## src/rtl/eq_ctrl_pkg.sv

```systemverilog
// Shared encodings for the adaptive equalizer sequencer: FSM states, step gears, helpers.
package eq_ctrl_pkg;

    typedef enum logic [2:0] {
        ST_IDLE  = 3'd0,
        ST_FLUSH = 3'd1,
        ST_ACQ   = 3'd2,
        ST_ACQ2  = 3'd3,
        ST_TRACK = 3'd4,
        ST_HOLD  = 3'd5
    } eq_state_t;

    localparam logic [1:0] STEP_LARGE = 2'd0;
    localparam logic [1:0] STEP_MED   = 2'd1;
    localparam logic [1:0] STEP_SMALL = 2'd2;

    function automatic int clog2(input int value);
        int width;
        width = 0;
        for (int i = 0; i < 31; i++) begin
            if ((1 << i) < value) width = i + 1;
        end
        return width;
    endfunction

    function automatic logic [1:0] step_for_state(input eq_state_t s);
        case (s)
            ST_ACQ2:           return STEP_MED;
            ST_TRACK, ST_HOLD: return STEP_SMALL;
            default:           return STEP_LARGE;
        endcase
    endfunction

endpackage

```

## src/rtl/eq_strobe_gen.sv

```systemverilog
// Phase counter, sampling-phase latch and registered T/2 and T strobes for the equalizer.
module eq_strobe_gen
    import eq_ctrl_pkg::*;
#(
    parameter int OS_FACTOR = 4,
    parameter int NB_CNT    = clog2(OS_FACTOR)
) (
    input  logic              clk,
    input  logic              i_reset,
    input  logic              i_idle,
    input  logic              i_run,
    input  logic [NB_CNT-1:0] i_phase,
    output logic              o_rate1_cond,
    output logic              o_en_rate2,
    output logic              o_en_rate1
);

    localparam logic [NB_CNT-1:0] PH_MAX  = NB_CNT'(OS_FACTOR - 1);
    localparam logic [NB_CNT-1:0] PH_HALF = NB_CNT'(OS_FACTOR / 2);
    localparam logic [NB_CNT:0]   PH_LIM  = (NB_CNT + 1)'(OS_FACTOR);

    logic [NB_CNT-1:0] cnt;
    logic [NB_CNT-1:0] phase_q;
    logic [NB_CNT-1:0] phase_sat;
    logic [NB_CNT-1:0] phase_half;
    logic              rate2_cond;

    // Out-of-range phases clamp to the last sample of the symbol.
    always_comb begin
        phase_sat    = ({1'b0, i_phase} >= PH_LIM) ? PH_MAX : i_phase;
        phase_half   = (phase_q >= PH_HALF) ? (phase_q - PH_HALF) : (phase_q + PH_HALF);
        o_rate1_cond = i_run && (cnt == phase_q);
        rate2_cond   = i_run && ((cnt == phase_q) || (cnt == phase_half));
    end

    always_ff @(posedge clk or posedge i_reset) begin
        if (i_reset) begin
            cnt        <= '0;
            phase_q    <= '0;
            o_en_rate1 <= 1'b0;
            o_en_rate2 <= 1'b0;
        end else begin
            if (i_idle) begin
                cnt     <= '0;
                phase_q <= phase_sat;
            end else begin
                cnt <= (cnt == PH_MAX) ? '0 : cnt + 1'b1;
            end
            o_en_rate1 <= o_rate1_cond;
            o_en_rate2 <= rate2_cond;
        end
    end

endmodule

```

## src/rtl/adaptive_eq_ctrl.sv

```systemverilog
// Start-up and adaptation sequencer for the fractionally spaced LMS equalizer.
// Optional second acquisition gear: define ADAPTIVE_EQ_CTRL_GEAR_SHIFT_EN.
//
// state | meaning
// IDLE  | stopped, phase latch tracks i_phase, no strobes
// FLUSH | filter fills, taps not adapted
// ACQ   | fast acquisition, large step
// ACQ2  | second acquisition gear, medium step
// TRACK | steady-state tracking, small step
// HOLD  | taps frozen, filtering continues
module adaptive_eq_ctrl
    import eq_ctrl_pkg::*;
#(
    parameter int OS_FACTOR  = 4,
    parameter int NB_CNT     = clog2(OS_FACTOR),
    parameter int NB_SYM     = 16,
    parameter int FLUSH_SYMS = 9,
    parameter int ACQ_SYMS   = 2048,
    parameter int ACQ2_SYMS  = 4096
) (
    input  logic              clk,
    input  logic              i_reset,
    input  logic              i_enable,
    input  logic              i_freeze,
    input  logic [NB_CNT-1:0] i_phase,
    output logic              o_en_rate2,
    output logic              o_en_rate1,
    output logic              o_save_shtrs,
    output logic              o_en_taps,
    output logic [1:0]        o_step_sel,
    output logic [2:0]        o_state,
    output logic [NB_SYM-1:0] o_sym_cnt
);

    localparam logic [NB_SYM-1:0] FLUSH_LAST = NB_SYM'(FLUSH_SYMS - 1);
    localparam logic [NB_SYM-1:0] ACQ_LAST   = NB_SYM'(ACQ_SYMS - 1);
    localparam logic [NB_SYM-1:0] ACQ2_LAST  = NB_SYM'(ACQ2_SYMS - 1);
`ifdef ADAPTIVE_EQ_CTRL_GEAR_SHIFT_EN
    localparam eq_state_t ACQ_EXIT = ST_ACQ2;
`else
    localparam eq_state_t ACQ_EXIT = ST_TRACK;
`endif

    eq_state_t state;
    eq_state_t state_nxt;
    logic      rate1_cond;

    eq_strobe_gen #(
        .OS_FACTOR (OS_FACTOR),
        .NB_CNT    (NB_CNT)
    ) u_strobe_gen (
        .clk          (clk),
        .i_reset      (i_reset),
        .i_idle       (state == ST_IDLE),
        .i_run        ((state != ST_IDLE) && i_enable),
        .i_phase      (i_phase),
        .o_rate1_cond (rate1_cond),
        .o_en_rate2   (o_en_rate2),
        .o_en_rate1   (o_en_rate1)
    );

    // Freeze is deliberately not honoured in FLUSH so the delay line always fills.
    always_comb begin
        state_nxt = state;
        case (state)
            ST_IDLE:  if (i_enable) state_nxt = ST_FLUSH;
            ST_FLUSH: if (rate1_cond && (o_sym_cnt == FLUSH_LAST)) state_nxt = ST_ACQ;
            ST_ACQ: begin
                if (i_freeze) state_nxt = ST_HOLD;
                else if (rate1_cond && (o_sym_cnt == ACQ_LAST)) state_nxt = ACQ_EXIT;
            end
            ST_ACQ2: begin
                if (i_freeze) state_nxt = ST_HOLD;
                else if (rate1_cond && (o_sym_cnt == ACQ2_LAST)) state_nxt = ST_TRACK;
            end
            ST_TRACK: if (i_freeze) state_nxt = ST_HOLD;
            ST_HOLD:  if (!i_freeze) state_nxt = ST_TRACK;
            default:  state_nxt = ST_IDLE;
        endcase
        if (!i_enable) state_nxt = ST_IDLE;
    end

    always_ff @(posedge clk or posedge i_reset) begin
        if (i_reset) begin
            state      <= ST_IDLE;
            o_step_sel <= STEP_LARGE;
            o_sym_cnt  <= '0;
            o_en_taps  <= 1'b0;
        end else begin
            state      <= state_nxt;
            o_step_sel <= step_for_state(state_nxt);
            if (state_nxt != state) o_sym_cnt <= '0;
            else if (rate1_cond)    o_sym_cnt <= o_sym_cnt + 1'b1;
            o_en_taps  <= rate1_cond && (state inside {ST_ACQ, ST_ACQ2, ST_TRACK});
        end
    end

    assign o_state      = state;
    assign o_save_shtrs = o_en_rate1;

endmodule
```

## config.mk

```make
export PLATFORM = sky130hd
export DESIGN_NAME = adaptive_eq_ctrl
export DESIGN_NICKNAME = d
export VERILOG_FILES = /design/src/rtl/eq_ctrl_pkg.sv /design/src/rtl/eq_strobe_gen.sv /design/src/rtl/adaptive_eq_ctrl.sv
export SDC_FILE = /design/constraint.sdc
export NUM_CORES = 1
export LEC_CHECK = 0
export ABC_AREA = 1
export CAP_MARGIN = 15
export CORE_MARGIN = 3
export CORE_UTILIZATION = 45
export CTS_BUF_LIST = sky130_fd_sc_hd__clkbuf_8
export DETAILED_ROUTE_END_ITERATION = 8
export GPL_ROUTABILITY_DRIVEN = 0
export PLACE_DENSITY = 0.73
export SETUP_SLACK_MARGIN = 0.4
export SYNTH_ARGS = -nofsm -noshare
export SYNTH_HDL_FRONTEND = slang
export SYNTH_SLANG_ARGS = --single-unit
```

## constraint.sdc

```tcl
create_clock -name clk -period 1.8 [get_ports clk]
set_clock_uncertainty 0.15 [all_clocks]
set_input_delay 0.18 -clock clk [delete_from_list [all_inputs] [get_ports clk]]
set_output_delay 0.18 -clock clk [all_outputs]
set_load 0.05 [all_outputs]
```

### Pin map, run 1

Pins as bars across the die edge, other pins in grey.
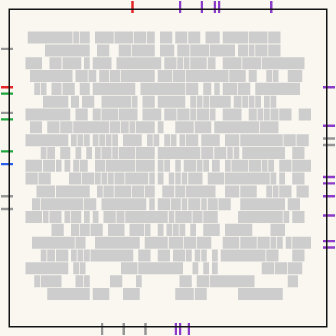
o_sym_cnt -> purple  # pins 16, direction output, edge 8 east, 5 north, 3 south
o_state -> green  # pins 3, direction output, edge west
o_step_sel -> red  # pins 2, direction output, edge 1 west, 1 north
i_freeze -> blue  # pins 1, direction input, edge west
all pins by edge = 10 east, 9 west, 6 south, 6 north

### Gate families picked out, run 1

The bar under the picture is 20 um long.
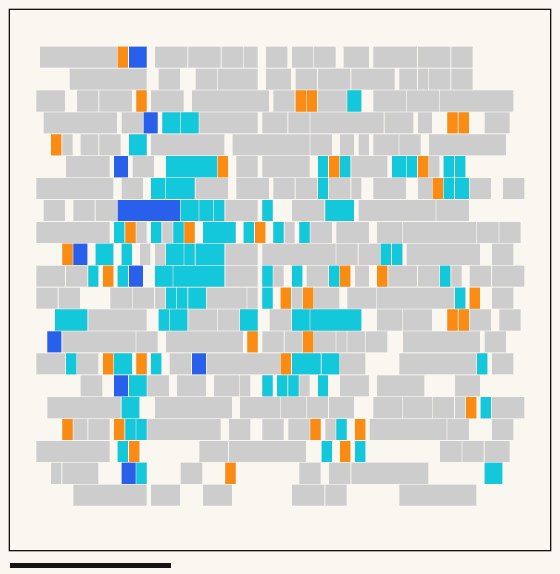
inverting AOI/OAI gates -> blue  # cells 10, most used o21ai_0
inverters -> orange  # cells 36, most used inv_1
NAND gates -> cyan  # cells 75, most used nand2_1

### Clock routing, run 1

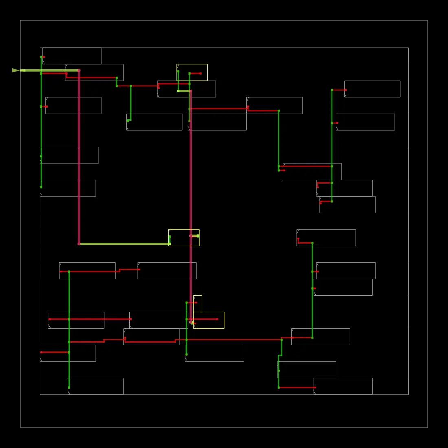
flop count: 28
clk sink count: 28
Num CTS Buffers: 3
Latency at later pin: 280 ps

==> out/results.tsv, run 1 <==
stage	metric	value	unit
timing	rsz0062_at_grt	true	
yosys	syn_area	0.001678	mm2
clocking	post_cts.repair.setup_buffers	6	
detailed_routing	postRouteAntennaNets	0	
finish	multi_input_comb_cells	149	
yosys	yosysTopAreaCell	dfrtp_1	
finish	finalNetCount	325	
finish	nFillCells	226	
pwr	power_leader	registers	
yosys	top_cells_by_area	dfrtp_1 42%, nand2_1 13%, inv_1 7.6%, xor2_1 7.3%, nor3_2 6.6%	
setup_path	path_delay_family	simple AND/OR/NAND/NOR gates	
setup_path	cp_num_cells	14	
clocking	cts_max_path_buffers	2	
yosys	synth_cell_type_count	22	
finish	final_area	0.002799	mm2
yosys	synth-warning-count	0	
detailed_routing	dr.pass1.iters	4	
setup_path	max_stage_delay	450	ps
yosys	edf_count	0	
global_routing	busiest_layer	met2	
setup_path	worstReg2RegEnd	o_sym_cnt[12]	
timing	drv_slew	0	
global_routing	use_met3	2.361	%
timing	maxClockFrequency	473.2	MHz
run	maxCapViolations	0	
yosys	synth_seq_share	41.76	%
timing	setup_viol	19	
pwr	switching_share	29.30	%
run	warnings	30	
finish	largest_register	o_sym_cnt	
detailed_routing	vias_per_cell	4.906	
global_routing	antenna_found_initial	0	
finish	layout_top_cell	buf_4	
clocking	cts_tree	done	
detailed_routing	finalWirelength	4.968	mm
placement	dp.cells	349	
status	violations	setup timing	
timing	setup_ws	-313.3	ps
hold_path	hold_class	input port to async pin	
pwr	ir_drop	0.3868	mV
finish	layout_top_cells	71 x buf_4, 45 x nand2_1, 25 x inv_1	
floorplanning	dieArea	0.004497	mm2
setup_path	cp_max_fo	8	
detailed_routing	drt_iter0_markers	73	
floorplanning	fp.dieW	67.06	um
timing	max_slew_margin	69.55	%
setup_path	setup.worst_path.start	o_sym_cnt[0]	
setup_path	path_buffers	2	
timing	worst_pin_slew	456.3	ps
finish	logic_area	989.7	um2
status	status	finished with violations	
setup_path	critical_path_required	1850	ps
pwr	power_density	460.0	mW/mm2
finish	layout-drive-gt1-share	54.29	%
pwr	power.switching	0.3773	mW
pwr	p_clk_share	27.3	%
finish	buffers	98	
pwr	combPwrFrac	21.5	%
setup_path	cp_cell_sequence	inv_2 > ha_4 > inv_2 > nor2_1 > nand2_1 > nor2_1 > nand2_1 > nand2_1 > nand3_2 > nand2_2 > nand2_2 > nand2_4 > nand3_4 > nor3_2	
setup_path	start_kind	flip-flop	
finish	nNonClkInverters	36	
clocking	clkTransAtPathRegs	100	ps
finish	flop_area	720.7	um2
setup_path	cp-end-kind	flip-flop	
floorplanning	fp-row-count	21	
detailed_routing	met2_length	2.596	mm
==> run 1 -> run 2 <==
--- a/config.mk
+++ b/config.mk
@@ -7,7 +7,7 @@
 export LEC_CHECK = 0
 export ABC_AREA = 1
 export CAP_MARGIN = 15
-export CORE_MARGIN = 3
+export CORE_MARGIN = 4
 export CORE_UTILIZATION = 45
 export CTS_BUF_LIST = sky130_fd_sc_hd__clkbuf_8
 export DETAILED_ROUTE_END_ITERATION = 8
==> run 2 against run 1 <==
  * The run still ends with setup timing left
  * Count of clock-buffer cells in the layout unchanged
  * Final cell count grew 3.6%
  * Fmax fell by 1.4%
  * Die area grew 6.1%
  * Synthesized area unchanged
  * Largest cell class unchanged
==> out/results.tsv, run 2 <==
stage	metric	value	unit
status	status	finished with violations	
status	violations	setup timing	
finish	buffers	112	
setup_path	worstReg2RegEnd	o_sym_cnt[12]	
yosys	synth_cell_type_count	22	
detailed_routing	met2_length	2.663	mm
finish	nNonClkInverters	36	
floorplanning	fp-row-count	21	
detailed_routing	postRouteAntennaNets	0	
finish	largest_register_ffs	16	
finish	flop-count	28	
detailed_routing	wl_met1	2.066	mm
setup_path	setup.worst_path.start	o_sym_cnt[0]	
finish	buf_share	33.50	%
yosys	ys_sh_adder	2.237	%
finish	largest_register	o_sym_cnt	
finish	final.clkbuf_count	3	
yosys	edf_count	0	
pwr	seqPwrFrac	46.9	%
detailed_routing	drt_iter0_markers	138	
pwr	power_leader	registers	
setup_path	reg2reg_setup_slack	-340	ps
setup_path	cp_cell_sequence	inv_2 > ha_4 > inv_2 > nor2_2 > nand2_1 > nor2_1 > nand2_1 > nand2_1 > nand3_2 > nand2_2 > nand2_2 > nand2_2 > nand3_4 > buf_12 > nor3_4	
finish	layout-drive-gt1-share	57.01	%
clocking	cts_max_path_buffers	2	
timing	setup_ws	-343.3	ps
floorplanning	core-area	0.003468	mm2
yosys	yosysTopAreaCell	dfrtp_1	
pwr	p_clk_share	25.9	%
setup_path	path_delay_family	simple AND/OR/NAND/NOR gates	
finish	finalNetCount	338	
setup_path	cp_num_cells	15	
placement	dp.cells	349	
yosys	synth-warning-count	0	
floorplanning	fp.dieH	69.06	um
yosys	synth_seq_share	41.76	%
setup_path	max_stage_delay	450	ps
hold_path	hold_class	input port to async pin	
detailed_routing	finalWirelength	5.063	mm
floorplanning	fp_util	48.38	%
yosys	ys_sh_aoi	3.132	%
clocking	cts_tree	done	
run	maxCapViolations	0	
setup_path	critical_path_required	1860	ps
finish	layout_top_cells	81 x buf_4, 47 x nand2_1, 24 x inv_1	
clocking	clock.latency.late_pin	280	ps
timing	drv_slew	0	
timing	rsz0062_at_grt	true	
yosys	syn_area	0.001678	mm2
timing	max_slew_margin	75.21	%
floorplanning	n_tap_cell	46	
clocking	ctsRootBufferMaster	clkbuf_8	
detailed_routing	vias_per_cell	4.858	
setup_path	cp_max_fo	8	
timing	holdWs	34.29	ps
clocking	cts_sinks	28	
yosys	xor_share	7.308	%
clocking	cts_buffers	3	
finish	final_area	0.002939	mm2
clocking	clkTransAtPathRegs	100	ps
global_routing	busiest_layer	met2	
yosys	top_cells_by_area	dfrtp_1 42%, nand2_1 13%, inv_1 7.6%, xor2_1 7.3%, nor3_2 6.6%	
global_routing	antenna_found_initial	0	
yosys	synth_nets	224	
pwr	ir_drop	0.5604	mV
setup_path	path_buffers	3	
global_routing	use_met3	2.616	%
timing	setup_viol	20	
finish	multi_input_comb_cells	148	
floorplanning	fp.dieW	69.06	um
floorplanning	dieArea	0.004769	mm2
pwr	power_density	478.9	mW/mm2
finish	nFillCells	212	
timing	maxClockFrequency	466.6	MHz
setup_path	start_kind	flip-flop	
detailed_routing	dr.pass1.iters	4	
yosys	syn_inst	215	
finish	logic_area	997.2	um2
pwr	switching_share	30.02	%
run	warnings	31	
pwr	power.switching	0.4225	mW
timing	worst_pin_slew	371.4	ps
clocking	post_cts.repair.setup_buffers	18	
pwr	internal_power	0.9850	mW
setup_path	cp-end-kind	flip-flop	
pwr	power	1.408	mW
pwr	combPwrFrac	27.2	%
yosys	synth-main-ff-cell	dfrtp_1	
### Gate families picked out, run 2

The bar under the picture is 20 um long.
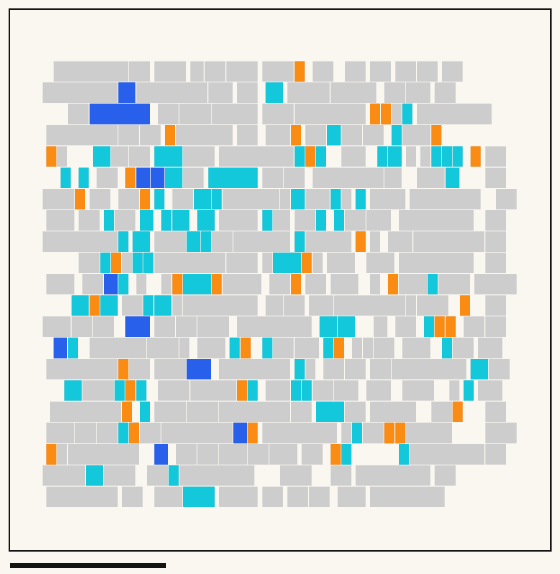
NAND gates -> cyan  # cells 74, most used nand2_1
inverting AOI/OAI gates -> blue  # cells 10, most used o21ai_0
inverters -> orange  # cells 36, most used inv_1
Comb area share: 33.93%
final std cells w/o fill: 374
Top cell excl fill/tap: buf_4

### Sequential cells grouped by signal name, run 2

Other sequential cells in the stronger grey, the rest of the logic in the fainter grey.
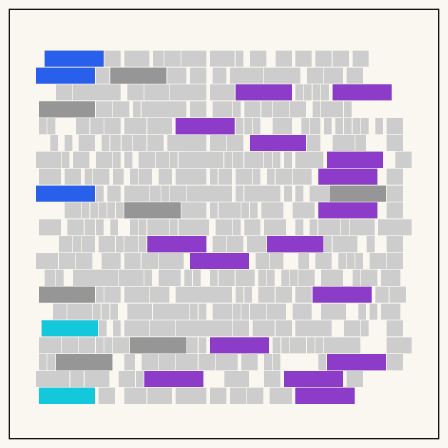
o_state -> blue  # flops 3
u_strobe_gen.cnt -> cyan  # flops 2
o_sym_cnt -> purple  # flops 16
not coloured = 7
Seq area share: 24.48%
fin util: 84.74%
P_seq: 0.661 mW
sequential cell area: 719.4 um2

==> run 2 -> run 3 <==
--- a/config.mk
+++ b/config.mk
@@ -8,11 +8,11 @@
 export ABC_AREA = 1
 export CAP_MARGIN = 15
 export CORE_MARGIN = 4
-export CORE_UTILIZATION = 45
+export CORE_UTILIZATION = 49
 export CTS_BUF_LIST = sky130_fd_sc_hd__clkbuf_8
 export DETAILED_ROUTE_END_ITERATION = 8
 export GPL_ROUTABILITY_DRIVEN = 0
-export PLACE_DENSITY = 0.73
+export PLACE_DENSITY = 0.79
 export SETUP_SLACK_MARGIN = 0.4
 export SYNTH_ARGS = -nofsm -noshare
 export SYNTH_HDL_FRONTEND = slang
==> run 3 against run 2 <==
  * The flow still finishes with violations (setup timing)
  * Combinational power grew 9.1%
  * Flip-flop count unchanged
  * Fmax fell by 7.7%
  * Final cell count fell by 1.3%
  * Routed wire length rose by 36%
  * Register-to-register slack got worse by 180 ps
  * Die area is 7.2% lower
  * Utilization rose by 6.9 points
  * Setup slack lost 180 ps
  * Largest power group unchanged
  * Highest routed layer unchanged
==> out/results.tsv, run 3 <==
stage	metric	value	unit
detailed_routing	dr.pass1.iters	4	
setup_path	critical_path_required	1850	ps
yosys	edf_count	0	
finish	fin_cells	369	
finish	flop-count	28	
clocking	post_cts.repair.setup_buffers	15	
floorplanning	n_tap_cell	44	
finish	utilization	91.67	%
finish	seq_share	24.89	%
status	violations	setup timing	
finish	final_area	0.002890	mm2
yosys	synth_cell_type_count	22	
setup_path	path_delay_family	simple AND/OR/NAND/NOR gates	
clocking	clock.latency.late_pin	280	ps
run	maxCapViolations	0	
yosys	synth-warning-count	0	
yosys	syn_inst	215	
yosys	synth_nets	224	
setup_path	max_stage_delay	460	ps
floorplanning	fp-row-count	20	
timing	setup_viol	21	
setup_path	path_buffers	3	
yosys	yosysTopAreaCell	dfrtp_1	
setup_path	cp_max_fo	5	
global_routing	use_met3	3.879	%
status	status	finished with violations	
pwr	power_density	511.7	mW/mm2
pwr	power.switching	0.4429	mW
clocking	cts_max_path_buffers	2	
hold_path	hold_class	input port to async pin	
setup_path	cp_num_cells	15	
pwr	power_leader	registers	
timing	setup_ws	-523.2	ps
yosys	synth_seq_share	41.76	%
clocking	clkTransAtPathRegs	100	ps
finish	layout-drive-gt1-share	56.62	%
detailed_routing	finalWirelength	6.892	mm
finish	nFillCells	120	
floorplanning	core-area	0.003153	mm2
floorplanning	dieArea	0.004424	mm2
### Pin map, run 3

Pins as bars across the die edge, other pins in grey.
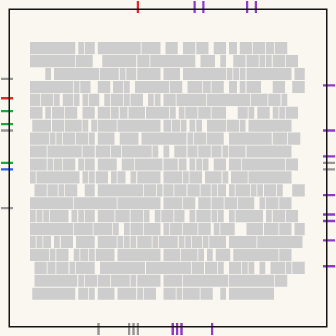
o_state -> green  # pins 3, direction output, edge west
i_freeze -> blue  # pins 1, direction input, edge west
o_step_sel -> red  # pins 2, direction output, edge 1 west, 1 north
o_sym_cnt -> purple  # pins 16, direction output, edge 8 east, 4 south, 4 north
die width: 66.52 um
height of the die: 66.52 um

### Clock routing, run 3

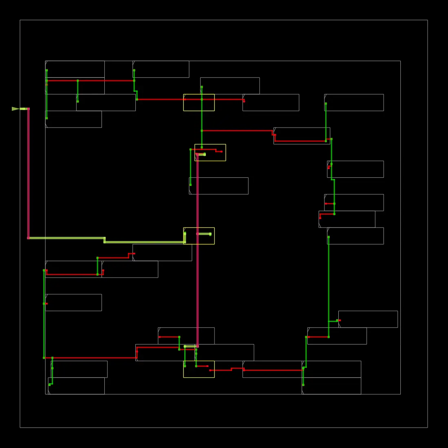
# clk buffers: 4
clk pwr: 0.397 mW

Power figures rest on the tool's default switching activity, not on a simulated workload.
